**Run 1: clock wires, drivers and flops**

(4 px per µm)
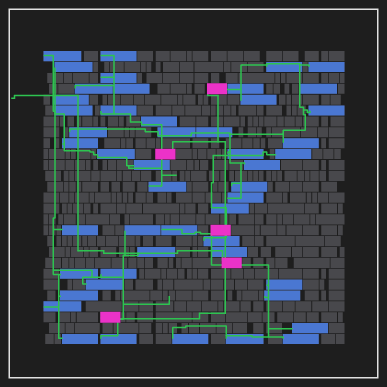
**Run 1: gate families picked out**

(4 px per µm)
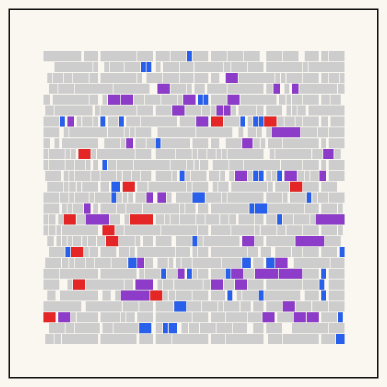
**Run 1: routed metal per tile**

(4 px per µm) 18 x 18 tiles, from white (low) to dark blue (high), scaled to the fullest tile. Values are wire area over tile area, all layers added.
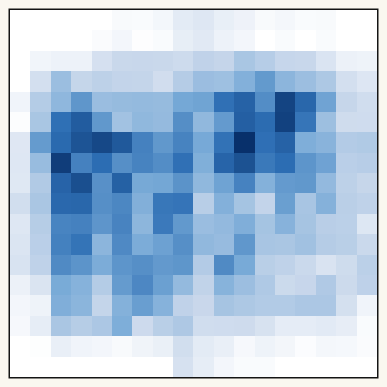
**Run 1: track usage over the die**

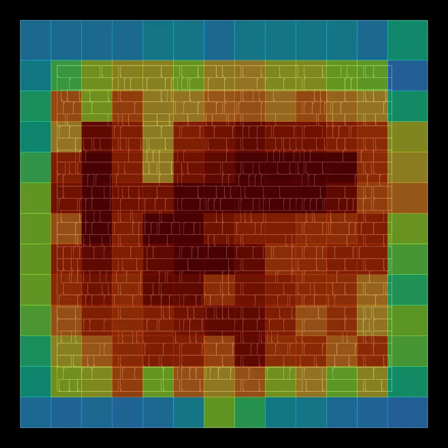
File: config.mk
export PLATFORM = sky130hd
export DESIGN_NAME = core_sequencer
export DESIGN_NICKNAME = d
export VERILOG_FILES = /design/src/rtl/core_pkg.sv /design/src/rtl/core_decode.sv /design/src/rtl/core_sequencer.sv
export SDC_FILE = /design/constraint.sdc
export NUM_CORES = 1
export LEC_CHECK = 0
export ABC_AREA = 1
export CORE_MARGIN = 8
export CORE_UTILIZATION = 48
export CTS_CLUSTER_DIAMETER = 80
export DETAILED_ROUTE_END_ITERATION = 7
export PLACE_DENSITY = 0.92
export SETUP_SLACK_MARGIN = 0.5
export SLEW_MARGIN = 5
export SYNTH_ARGS = -nofsm -noshare
export SYNTH_HDL_FRONTEND = slang
export SYNTH_SLANG_ARGS = --single-unit
File: constraint.sdc
create_clock -name clk -period 1.82 [get_ports clk]
set_input_delay 0.364 -clock clk [delete_from_list [all_inputs] [get_ports clk]]
set_output_delay 0.364 -clock clk [all_outputs]
set_load 0.02 [all_outputs]
File: src/rtl/core_pkg.sv
// Shared encodings for the core sequencer: instruction classes, FSM states,
// next-PC selects and instruction field positions.
package core_pkg;

    localparam int unsigned INSTR_WIDTH = 20;
    localparam int unsigned PC_W        = 8;
    localparam int unsigned REG_W       = 4;
    localparam int unsigned OP_W        = 4;
    localparam int unsigned IMM_W       = 8;
    localparam int unsigned RET_W       = 16;
    localparam int unsigned CLASS_W     = 4;
    localparam int unsigned PC_SEL_W    = 3;

    localparam int unsigned CLASS_HI  = 19;
    localparam int unsigned CLASS_LO  = 16;
    localparam int unsigned ALU_OP_HI = 15;
    localparam int unsigned ALU_OP_LO = 12;
    localparam int unsigned RD_HI     = 11;
    localparam int unsigned RD_LO     = 8;
    localparam int unsigned RA_HI     = 7;
    localparam int unsigned RA_LO     = 4;
    localparam int unsigned RB_HI     = 3;
    localparam int unsigned RB_LO     = 0;
    localparam int unsigned IMM_HI    = 7;
    localparam int unsigned IMM_LO    = 0;

    localparam logic [PC_W-1:0]  PC_STEP  = PC_W'(1);
    localparam logic [RET_W-1:0] RET_STEP = RET_W'(1);
    localparam logic [RET_W-1:0] RET_MAX  = '1;

    typedef enum logic [CLASS_W-1:0] {
        CLS_NOP    = 4'h0,
        CLS_ALU_RR = 4'h1,
        CLS_ALU_RI = 4'h2,
        CLS_LDI    = 4'h3,
        CLS_JMP    = 4'h4,
        CLS_BZ     = 4'h5,
        CLS_BC     = 4'h6,
        CLS_HALT   = 4'h7
    } instr_class_e;

    typedef enum logic [1:0] {
        ST_IDLE  = 2'd0,
        ST_FETCH = 2'd1,
        ST_EXEC  = 2'd2,
        ST_HALT  = 2'd3
    } state_e;

    typedef enum logic [PC_SEL_W-1:0] {
        PC_INC  = 3'd0,
        PC_IMM  = 3'd1,
        PC_BZ   = 3'd2,
        PC_BC   = 3'd3,
        PC_HOLD = 3'd4
    } pc_sel_e;

    function automatic logic [CLASS_W-1:0] ir_class(input logic [INSTR_WIDTH-1:0] ir);
        return ir[CLASS_HI:CLASS_LO];
    endfunction

    function automatic logic [OP_W-1:0] ir_alu_op(input logic [INSTR_WIDTH-1:0] ir);
        return ir[ALU_OP_HI:ALU_OP_LO];
    endfunction

    function automatic logic [REG_W-1:0] ir_rd(input logic [INSTR_WIDTH-1:0] ir);
        return ir[RD_HI:RD_LO];
    endfunction

    function automatic logic [REG_W-1:0] ir_ra(input logic [INSTR_WIDTH-1:0] ir);
        return ir[RA_HI:RA_LO];
    endfunction

    function automatic logic [REG_W-1:0] ir_rb(input logic [INSTR_WIDTH-1:0] ir);
        return ir[RB_HI:RB_LO];
    endfunction

    function automatic logic [IMM_W-1:0] ir_imm(input logic [INSTR_WIDTH-1:0] ir);
        return ir[IMM_HI:IMM_LO];
    endfunction

endpackage

File: src/rtl/core_decode.sv
// Combinational instruction decode: IR in, datapath controls and next-PC select out.
// Classes 8-15 trap only when CORE_SEQ_ILLEGAL_TRAP_EN is defined, otherwise they act as NOP.
module core_decode
    import core_pkg::*;
(
    input  logic [INSTR_WIDTH-1:0] ir,
    output logic                   alu_en,
    output logic [OP_W-1:0]        alu_opcode,
    output logic [IMM_W-1:0]       imm_value,
    output logic [REG_W-1:0]       write_addr,
    output logic [REG_W-1:0]       ra_addr,
    output logic [REG_W-1:0]       rb_addr,
    output logic                   write_en,
    output logic                   imm_flag,
    output logic [PC_SEL_W-1:0]    pc_sel,
    output logic                   flag_upd,
    output logic                   is_halt,
    output logic                   is_trap
);

    always_comb begin
        alu_en     = '0;
        alu_opcode = '0;
        imm_value  = '0;
        write_addr = '0;
        ra_addr    = '0;
        rb_addr    = '0;
        write_en   = '0;
        imm_flag   = '0;
        pc_sel     = PC_INC;
        flag_upd   = '0;
        is_halt    = '0;
        is_trap    = '0;

        case (instr_class_e'(ir_class(ir)))
            CLS_NOP: ;
            CLS_ALU_RR: begin
                alu_en     = '1;
                alu_opcode = ir_alu_op(ir);
                ra_addr    = ir_ra(ir);
                rb_addr    = ir_rb(ir);
                write_addr = ir_rd(ir);
                write_en   = '1;
                flag_upd   = '1;
            end
            // Register-immediate reuses rd as the A operand; rb field is passed through.
            CLS_ALU_RI: begin
                alu_en     = '1;
                alu_opcode = ir_alu_op(ir);
                ra_addr    = ir_rd(ir);
                rb_addr    = ir_rb(ir);
                write_addr = ir_rd(ir);
                write_en   = '1;
                imm_flag   = '1;
                imm_value  = ir_imm(ir);
                flag_upd   = '1;
            end
            CLS_LDI: begin
                imm_value  = ir_imm(ir);
                write_addr = ir_rd(ir);
                write_en   = '1;
            end
            CLS_JMP:  pc_sel = PC_IMM;
            CLS_BZ:   pc_sel = PC_BZ;
            CLS_BC:   pc_sel = PC_BC;
            CLS_HALT: begin
                pc_sel  = PC_HOLD;
                is_halt = '1;
            end
            default: begin
`ifdef CORE_SEQ_ILLEGAL_TRAP_EN
                pc_sel  = PC_HOLD;
                is_trap = '1;
`endif
            end
        endcase
    end

endmodule

File: src/rtl/core_sequencer.sv
// Fetch/execute sequencer: IDLE -> FETCH -> EXEC -> FETCH/HALT, owning PC, IR, Z/C flags and retire count.
// Optional macro CORE_SEQ_ILLEGAL_TRAP_EN turns classes 8-15 into traps that set err and halt.
module core_sequencer
    import core_pkg::*;
#(
    parameter logic [7:0]  RESET_PC = 8'h00,
    parameter int unsigned INSTR_W  = INSTR_WIDTH
) (
    input  logic               clk,
    input  logic               rst_n,
    input  logic               start,
    output logic               imem_req,
    output logic [7:0]         imem_addr,
    input  logic               imem_ack,
    input  logic [INSTR_W-1:0] imem_data,
    output logic               alu_en,
    output logic [3:0]         alu_opcode,
    output logic [7:0]         imm_value,
    output logic [3:0]         write_addr,
    output logic [3:0]         ra_addr,
    output logic [3:0]         rb_addr,
    output logic               write_en,
    output logic               imm_flag,
    input  logic               alu_zero,
    input  logic               alu_carry,
    output logic               halted,
    output logic               err,
    output logic [15:0]        retired
);

    state_e                state, state_nx;
    logic [PC_W-1:0]       pc, pc_next;
    logic [INSTR_W-1:0]    ir;
    logic                  flag_z, flag_c;
    logic [RET_W-1:0]      retired_q;
    logic                  halted_q;
    logic                  restart;

    logic                  dec_alu_en;
    logic [OP_W-1:0]       dec_alu_opcode;
    logic [IMM_W-1:0]      dec_imm_value;
    logic [REG_W-1:0]      dec_write_addr;
    logic [REG_W-1:0]      dec_ra_addr;
    logic [REG_W-1:0]      dec_rb_addr;
    logic                  dec_write_en;
    logic                  dec_imm_flag;
    logic [PC_SEL_W-1:0]   dec_pc_sel;
    logic                  dec_flag_upd;
    logic                  dec_halt;
    logic                  dec_trap;

    core_decode u_decode (
        .ir         (ir),
        .alu_en     (dec_alu_en),
        .alu_opcode (dec_alu_opcode),
        .imm_value  (dec_imm_value),
        .write_addr (dec_write_addr),
        .ra_addr    (dec_ra_addr),
        .rb_addr    (dec_rb_addr),
        .write_en   (dec_write_en),
        .imm_flag   (dec_imm_flag),
        .pc_sel     (dec_pc_sel),
        .flag_upd   (dec_flag_upd),
        .is_halt    (dec_halt),
        .is_trap    (dec_trap)
    );

    assign restart   = start && (state == ST_IDLE || state == ST_HALT);
    assign imem_addr = pc;
    assign halted    = halted_q;
    assign retired   = retired_q;

    always_ff @(posedge clk or negedge rst_n) begin
        if (!rst_n) begin
            state <= ST_IDLE;
        end else begin
            state <= state_nx;
        end
    end

    always_comb begin
        state_nx   = state;
        imem_req   = '0;
        alu_en     = '0;
        alu_opcode = '0;
        imm_value  = '0;
        write_addr = '0;
        ra_addr    = '0;
        rb_addr    = '0;
        write_en   = '0;
        imm_flag   = '0;

        case (state)
            ST_IDLE: begin
                if (start) state_nx = ST_FETCH;
            end
            ST_FETCH: begin
                imem_req = '1;
                if (imem_ack) state_nx = ST_EXEC;
            end
            ST_EXEC: begin
                alu_en     = dec_alu_en;
                alu_opcode = dec_alu_opcode;
                imm_value  = dec_imm_value;
                write_addr = dec_write_addr;
                ra_addr    = dec_ra_addr;
                rb_addr    = dec_rb_addr;
                write_en   = dec_write_en;
                imm_flag   = dec_imm_flag;
                state_nx   = (dec_halt || dec_trap) ? ST_HALT : ST_FETCH;
            end
            ST_HALT: begin
                if (start) state_nx = ST_FETCH;
            end
            default: state_nx = ST_IDLE;
        endcase
    end

    // Branches resolve against the registered flags, which the preceding ALU op just wrote.
    always_comb begin
        pc_next = pc + PC_STEP;
        case (pc_sel_e'(dec_pc_sel))
            PC_INC:  pc_next = pc + PC_STEP;
            PC_IMM:  pc_next = ir_imm(ir);
            PC_BZ:   pc_next = flag_z ? ir_imm(ir) : pc + PC_STEP;
            PC_BC:   pc_next = flag_c ? ir_imm(ir) : pc + PC_STEP;
            PC_HOLD: pc_next = pc;
            default: pc_next = pc + PC_STEP;
        endcase
    end

    always_ff @(posedge clk or negedge rst_n) begin
        if (!rst_n) begin
            pc        <= RESET_PC;
            ir        <= '0;
            flag_z    <= '0;
            flag_c    <= '0;
            retired_q <= '0;
            halted_q  <= '0;
        end else begin
            if (restart) begin
                pc       <= RESET_PC;
                flag_z   <= '0;
                flag_c   <= '0;
                halted_q <= '0;
            end
            if (state == ST_FETCH && imem_ack) begin
                ir <= imem_data;
            end
            if (state == ST_EXEC) begin
                pc <= pc_next;
                if (dec_flag_upd) begin
                    flag_z <= alu_zero;
                    flag_c <= alu_carry;
                end
                if (retired_q != RET_MAX) begin
                    retired_q <= retired_q + RET_STEP;
                end
                if (dec_halt || dec_trap) begin
                    halted_q <= '1;
                end
            end
        end
    end

`ifdef CORE_SEQ_ILLEGAL_TRAP_EN
    logic err_q;

    always_ff @(posedge clk or negedge rst_n) begin
        if (!rst_n) begin
            err_q <= '0;
        end else if (restart) begin
            err_q <= '0;
        end else if (state == ST_EXEC && dec_trap) begin
            err_q <= '1;
        end
    end

    assign err = err_q;
`else
    assign err = '0;
`endif

endmodule

==> impl_metrics.json, run 1 <==
{
  "status": "finished with violations",
  "violations": "negative setup slack",
  "leakage_uw": 0.002470,
  "finalMaxSlewViolations": 0,
  "hold_viol": 0,
  "ys.flop_type": "dfrtp_1",
  "post_cts_resized": 300,
  "gp_congestion": 0.8589,
  "io_buffers": 78,
  "ios": 80,
  "rsz0062_at_grt": "true",
  "wl_met1_um": 5283,
  "hold_buffers": 1,
  "crit_path_start_kind": "flip-flop",
  "area.combinational_um2": 2061,
  "use_met2": 0.3998,
  "grt_start_max_net_pins": 28,
  "tool_warnings": 31,
  "synthCells": 385,
  "synth-edff-count": 0,
  "syn_to_final_growth_pct": 92.01,
  "fin_crit_sh": 1.128,
  "ff_latch_area_um2": 1246,
  "setup_viol": 28,
  "antenna_found_initial": 0,
  "cp.arrival_ps": 1690,
  "total_power_uw": 7002,
  "reg2reg_depth": 8,
  "synth_flop_count": 49,
  "die_w_um": 91.78,
  "finalHoldWorstSlack_ps": 474.7,
  "seq_share": 0.2355,
  "num-fill-cells": 146,
  "path_class": "flip-flop to output pin",
  "fmax_mhz": 487.3,
  "antenna_cells": 0,
  "worstSetupEndpoint": "ra_addr[1]",
  "nMultiInputCombCells": 284,
  "met3_length_um": 1854,
  "placed_cell_area_um2": 4061,
  "grt_pass1_wl_um": 15160,
  "ys_seq_frac": 0.4448,
  "common_cells": "nand2_1, nor2_1, dfrtp_1, inv_1, a21oi_1",
  "period_minus_slack_ps": 2052,
  "critical_path.startpoint": "state[0]",
  "topCellsByArea": "dfrtp_1, nand2_1, nor2_1, inv_1, a21oi_1",
  "synth_area_um2": 2756,
  "drive_gt1_frac": 0.5615,
  "ys_chip_area_um2": 2756,
  "dieHeight_um": 91.78,
  "viasPerCell": 6.298,
  "top_layer": "met4",
  "detail-route-antenna-nets": 0,
  "cts_tree": "built",
  "syn_avg_cell_area_um2": 7.159,
  "clkCellAreaFrac": 0.01560,
  "cp-end-kind": "output pin",
  "clk_path_buf_depth": 2,
  "dp.cells": 548,
  "wl_met2_um": 7778,
  "drcViolationCount": 0,
  "hold_path.class": "input port to asynchronous set/reset pin",
  "dieArea_um2": 8424,
  "row_count": 27,
  "ys_types": 29,
  "ys_cells": 385,
  "finalWorstSetupSlack_ps": -232.2,
  "largestClassByArea": "multi-input combinational cells",
  "synth_top_cell_by_count": "nand2_1",
  "p_per_area_nw_per_um2": 1323,
  "synth_top_cell_by_area": "dfrtp_1",
  "drt_iter0_markers": 368,
  "crit_fanout": 5,
  "inv_count": 44,
  "initial_core_util": 0.4975,
  "fin_util": 0.9553,
  "dpl_worst_slack_ps": -308.5,
  "layout.nonclk_buf_frac": 0.3047,
  "finalSetupTns_ps": -4772,
  "cts_inserted_buffers": 5,
  "ff2ff_setup_slack_ps": -10,
  "design.core.area_um2": 5540,
  "final_cell_area_um2": 5293,
  "firstDrtPassIters": 5,
  "wl_per_cell_um": 26.27,
  "fin_nets": 575,
  "reg2reg_from": "retired[8]",
  "overflow": 0,
  "clkSinkCount": 49,
  "cts_setup_buffers": 20
}
About 'clock wires, drivers and flops':
Key: flip-flops = blue [count 49]; clock wires = green [length 790 µm]; cells driving clock nets = magenta [count 5]
There are 6 routed clock nets. Position of the flops: all over the die.
Clock Latency Late Sink: 330 ps
Clock power frac: 0.100
final clock skew: 5.643 ps

About 'gate families picked out':
Key: XOR/XNOR gates = red [cells 13, most used xnor2_1]; inverting AOI/OAI gates = purple [cells 42, most used a21oi_2]; inverters = blue [cells 44, most used inv_1]
Comb area share: 0.3894
Commonest Layout Cell: nand2_1
final cell count without fillers: 617

About 'routed metal per tile':
27% of the tiles are over half the peak. The emptiest ninth of the die: lower right. The mean over all tiles is 0.34. 11% of the tiles are nearly empty. The fullest tile reaches 1.0.
drt total wl: 16210 µm
via count: 3886
GR Util All Layers: 0.2211

About 'track usage over the die':
GR Util met1: 0.2402
met3 usage: 0.05134
gr busiest metal: met2

## run 1: critical path, cell delays in order, from the launching register on
cell	delay [ps]
dfrtp_1	440
inv_2	110
ha_4	170
inv_6	60
nor2_4	150
nand2_4	110
o22ai_4	180
buf_6	140
## run 1: cell families after synthesis
logic type / count (synthesis) / share of synthesized area
simple gates: 221 / 0.3178
buf+inv: 53 / 0.08125
flops: 49 / 0.4448
compound gates: 42 / 0.08670
xor+xnor: 13 / 0.04131
fa+ha+maj: 5 / 0.02270
other cells: 1 / 0.001360
mux: 1 / 0.004085
## run 1: where the power goes
group          internal (µW)  switching, µW
Clock                    269            434
Sequential              1430            354
Combinational           1880           2630
Total                   3580           3420
## run 1: registers in the layout, indices dropped and copies added, names as in the netlist
name       count
flag_c         1
flag_z         1
halted         1
imem_addr      8
ir            20
retired       16
state          2
==> run 2, diff against run 1 <==
--- a/config.mk
+++ b/config.mk
@@ -7,10 +7,10 @@
 export LEC_CHECK = 0
 export ABC_AREA = 1
 export CORE_MARGIN = 8
-export CORE_UTILIZATION = 48
+export CORE_UTILIZATION = 51
 export CTS_CLUSTER_DIAMETER = 80
 export DETAILED_ROUTE_END_ITERATION = 7
-export PLACE_DENSITY = 0.92
+export PLACE_DENSITY = 0.95
 export SETUP_SLACK_MARGIN = 0.5
 export SLEW_MARGIN = 5
 export SYNTH_ARGS = -nofsm -noshare
==> constraint.sdc (replaced) <==
create_clock -name clk -period 2.4 [get_ports clk]
set_input_delay 0.48 -clock clk [delete_from_list [all_inputs] [get_ports clk]]
set_output_delay 0.48 -clock clk [all_outputs]
set_load 0.02 [all_outputs]
==> impl_metrics.json, run 2 <==
{
  "cts_inserted_buffers": 5,
  "logic_family": "simple AND/OR/NAND/NOR gates",
  "ios": 80,
  "cp_num_buf_inv": 2,
  "fmax_mhz": 465.1,
  "pg_clk_uw": 630,
  "drt_iter0_markers": 200,
  "design.core.area_um2": 5172,
  "layout.nonclk_buf_frac": 0.2447,
  "drt_wl_total_um": 9433,
  "crit_path_start_kind": "flip-flop",
  "cp.arrival_ps": 1670,
  "ys_types": 29,
  "critical_path.max_stage_delay_ps": 420,
  "gp_congestion": 0.8488,
  "die_w_um": 89.52,
  "crit_slowest_cell": "dfrtp_1",
  "area.combinational_um2": 1501,
  "final_cell_area_um2": 4105,
  "finalWorstSetupSlack_ps": 249.7,
  "wl_met1_um": 3438,
  "dpl_worst_slack_ps": -33.93,
  "largest_reg_flops": 20,
  "syn_avg_cell_area_um2": 7.159,
  "internal_power_uw": 2193,
  "topCellsByArea": "dfrtp_1, nand2_1, nor2_1, inv_1, a21oi_1",
  "synth_flop_count": 49,
  "synth_top_cell_by_count": "nand2_1",
  "p_sw_uw": 1726,
  "power.group.top": "combinational logic",
  "io_buffers": 78,
  "largestClassByArea": "multi-input combinational cells",
  "top_layer": "met4",
  "status": "complete, no violations",
  "ys_chip_area_um2": 2756,
  "period_minus_slack_ps": 2150,
  "firstDrtPassIters": 4,
  "adder_share": 0.02270,
  "p_sw_frac": 0.4403,
  "syn_to_final_growth_pct": 48.93,
  "hold_viol": 0,
  "drcViolationCount": 0,
  "dieArea_um2": 8013,
  "final_cells": 557,
  "total_power_uw": 3919,
  "seq_share": 0.2987,
  "ys.flop_type": "dfrtp_1",
  "synthXorXnorAreaFrac": 0.04131
}
==> run 2: cell types whose count changed in the layout (fill, tap and decap cells not counted), sizes merged <==
cell	previous run	this run
inv	42	43
clkdlybuf4s50	24	32
nand2	134	133
clkinv	4	0
dlygate4sd2	0	5
dlygate4sd3	1	0
dlymetal6s2s	0	12
buf	132	54
bufinv	0	1
clkbuf	9	8
==> run 2: path summary, 6_finish.rpt <==
check / from / slack [ps] / end
max in group asynchronous: rst_n / 1790 / ir[9]
min reg2reg: halted / 510 / halted
max: ir[18] / 250 / ra_addr[0]
min in group clk: halted / 510 / halted
min: rst_n / 30 / ir[15]
max reg2reg: state[0] / 550 / imem_addr[7]
==> run 2: timing repair <==
item                                    CTS  global route
pin swaps                                 7            12
resized                                 165            63
buffers inserted                          3            13
endpoints found under the setup margin   33            55
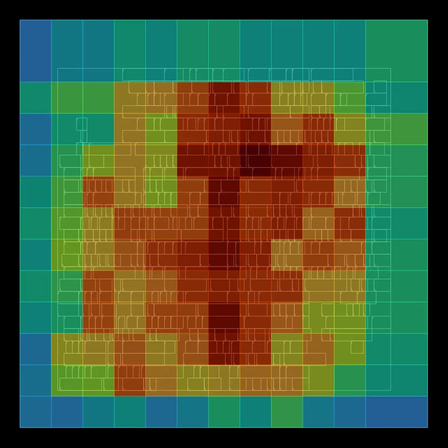
**Above:** run 2 (track usage over the die).
met2 GRT Util: 0.4067
DR WL/cell: 16.94 µm

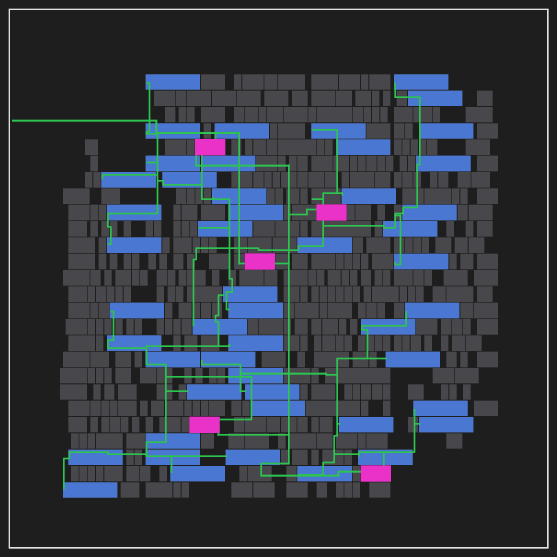
**Above:** run 2 (clock wires, drivers and flops).
(6 px per µm)
Key: clock wires = green [length 646 µm]; cells driving clock nets = magenta [count 5]; flip-flops = blue [count 49]
There are 6 routed clock nets.
Clock Latency Late Sink: 310 ps
Clock power frac: 0.161
final clock skew: 7.572 ps

**Run 2: gate families picked out**

(4 px per µm)
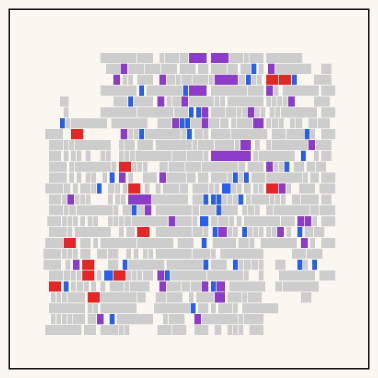

==> run 3, diff against run 2 <==
--- a/config.mk
+++ b/config.mk
@@ -10,7 +10,7 @@
 export CORE_UTILIZATION = 51
 export CTS_CLUSTER_DIAMETER = 80
 export DETAILED_ROUTE_END_ITERATION = 7
-export PLACE_DENSITY = 0.95
+export PLACE_DENSITY_LB_ADDON = 0.2
 export SETUP_SLACK_MARGIN = 0.5
 export SLEW_MARGIN = 5
 export SYNTH_ARGS = -nofsm -noshare
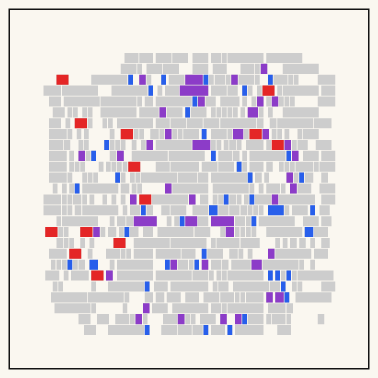
**Above:** run 3 (gate families picked out).
(4 px per µm)
Key: inverters = blue [cells 43, most used inv_1]; inverting AOI/OAI gates = purple [cells 42, most used a21oi_1]; XOR/XNOR gates = red [cells 13, most used xnor2_1]
final cell count without fillers: 548
Comb area share: 0.3748

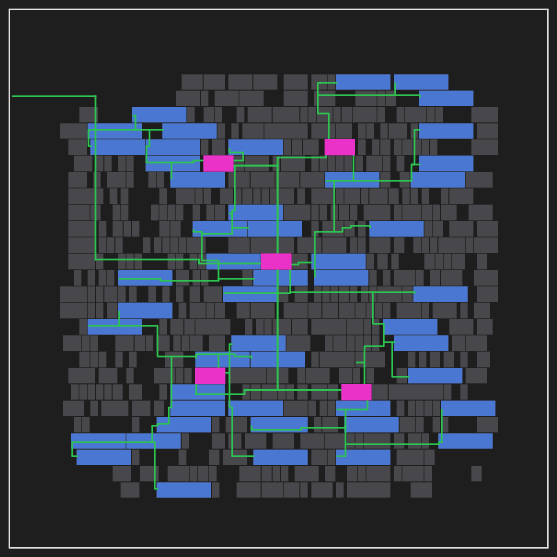
**Above:** run 3 (clock wires, drivers and flops).
(6 px per µm)
Key: clock wires = green [length 603 µm]; flip-flops = blue [count 49]; cells driving clock nets = magenta [count 5]
There are 6 routed clock nets.
P_clk: 503 µW
final clock skew: 9.535 ps
Clock power frac: 0.135

==> impl_metrics.json, run 3 <==
{
  "dpl_worst_slack_ps": -8.157,
  "use_met3": 0.04596,
  "gp_congestion": 0.8390,
  "cts_setup_buffers": 2,
  "ys_types": 29,
  "initial_core_util": 0.5329,
  "ios": 80,
  "worst-path-stages": 6,
  "drive_gt1_frac": 0.2092,
  "drt_wl_total_um": 8351,
  "synth_flop_count": 49,
  "top_layer": "met4",
  "p_per_area_nw_per_um2": 919.8,
  "critical_path.max_stage_delay_ps": 420,
  "track_usage": 0.2097,
  "design.core.area_um2": 5172,
  "r2r_end": "ir[10]",
  "area.combinational_um2": 1518,
  "placed_cell_area_um2": 3681,
  "drcViolationCount": 0,
  "period_minus_slack_ps": 2086,
  "cts_inserted_buffers": 5,
  "synth_top_cell_by_count": "nand2_1",
  "reg2reg_depth": 6,
  "crit_family": "simple AND/OR/NAND/NOR gates",
  "dieArea_um2": 8013,
  "largest_register": "ir",
  "synth-edff-count": 0,
  "status": "complete, no violations",
  "overflow": 0,
  "clk_path_buf_depth": 2,
  "io_buffers": 78,
  "syn_to_final_growth_pct": 46.89,
  "setup_viol": 0,
  "cts_tree": "built",
  "die_w_um": 89.52,
  "fin_util": 0.7828,
  "grt_pass1_wl_um": 12970,
  "met3_length_um": 475,
  "internal_power_uw": 2049,
  "dieHeight_um": 89.52,
  "dp.cells": 533,
  "viasPerCell": 5.150,
  "ff2ff_setup_slack_ps": 650,
  "seqPwrFrac": 0.345,
  "antenna_cells": 0,
  "pwr-share-comb": 0.519,
  "crit_path_cell_trace": "nor2_4 > inv_2 > nor3_4 > inv_4 > nor2_2 > buf_6",
  "fin_crit_sh": 0.8693,
  "synth_top_cell_by_area": "dfrtp_1",
  "crit_fanout": 8,
  "grt_start_max_net_pins": 30,
  "cp-end-kind": "output pin",
  "finalHoldWorstSlack_ps": 125.5,
  "total_power_uw": 3724,
  "crit_slowest_cell": "dfrtp_1",
  "fmax_mhz": 479.3,
  "crit_path_start_kind": "flip-flop"
}
[run 3: cell counts after synthesis]
Identical to the previous run, type by type.
[run 3: kinds of logic (layout without fill, tap and decap cells)]
| group | count (synthesis) | after routing | share of synthesized area |
|---|---|---|---|
| other cells | 1 | 1 | 0.001360 |
| flops | 49 | 49 | 0.4448 |
| buf+inv | 53 | 145 | 0.08125 |
| xor+xnor | 13 | 13 | 0.04131 |
| mux | 1 | 1 | 0.004085 |
| simple gates | 221 | 222 | 0.3178 |
| fa+ha+maj | 5 | 5 | 0.02270 |
| compound gates | 42 | 42 | 0.08670 |
[run 3: cell type report]
class	instances	share of cell area
Clock buffer	6	0.02040
Inverter	43	0.04357
Clock inverter	1	0.001854
Sequential cell	49	0.3032
Multi-Input combinational cell	284	0.3748
Tap cell	70	0.02163
Timing Repair Buffer	95	0.2345

==> notes/layouts.md <==
Pictures saved along the way, in no particular order.

Wires at chosen ports, followed through buffers.
image #1
(6 px per µm)
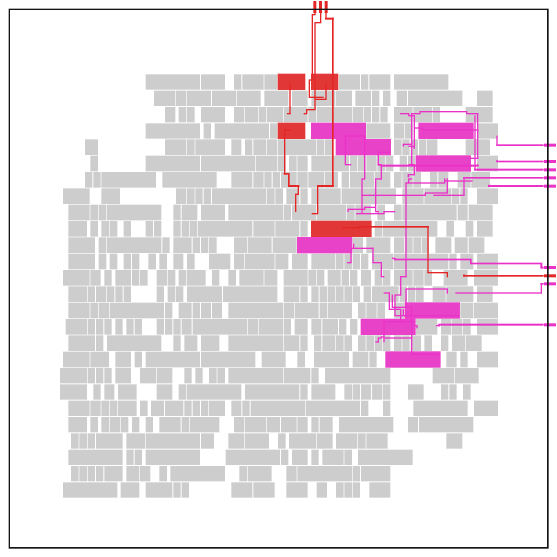
image #2
(4 px per µm)
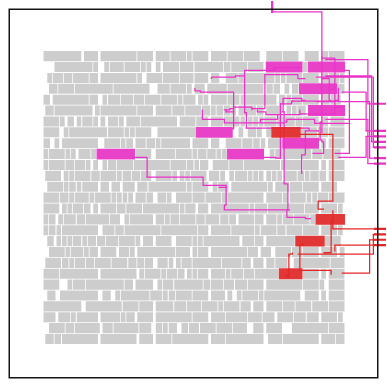
| from | picture |
|---|---|
| run 1 | image #2 |
| run 2 | image #1 |

Key to image #1:
Key: `imem_addr` = magenta [bits 8, direction output, end cells 8, buffers 8, wire 379 µm]; `ra_addr` = red [bits 4, direction output, end cells 4, buffers 4, wire 142 µm]

No activity file was given, so power comes from the tool's default toggle rates.
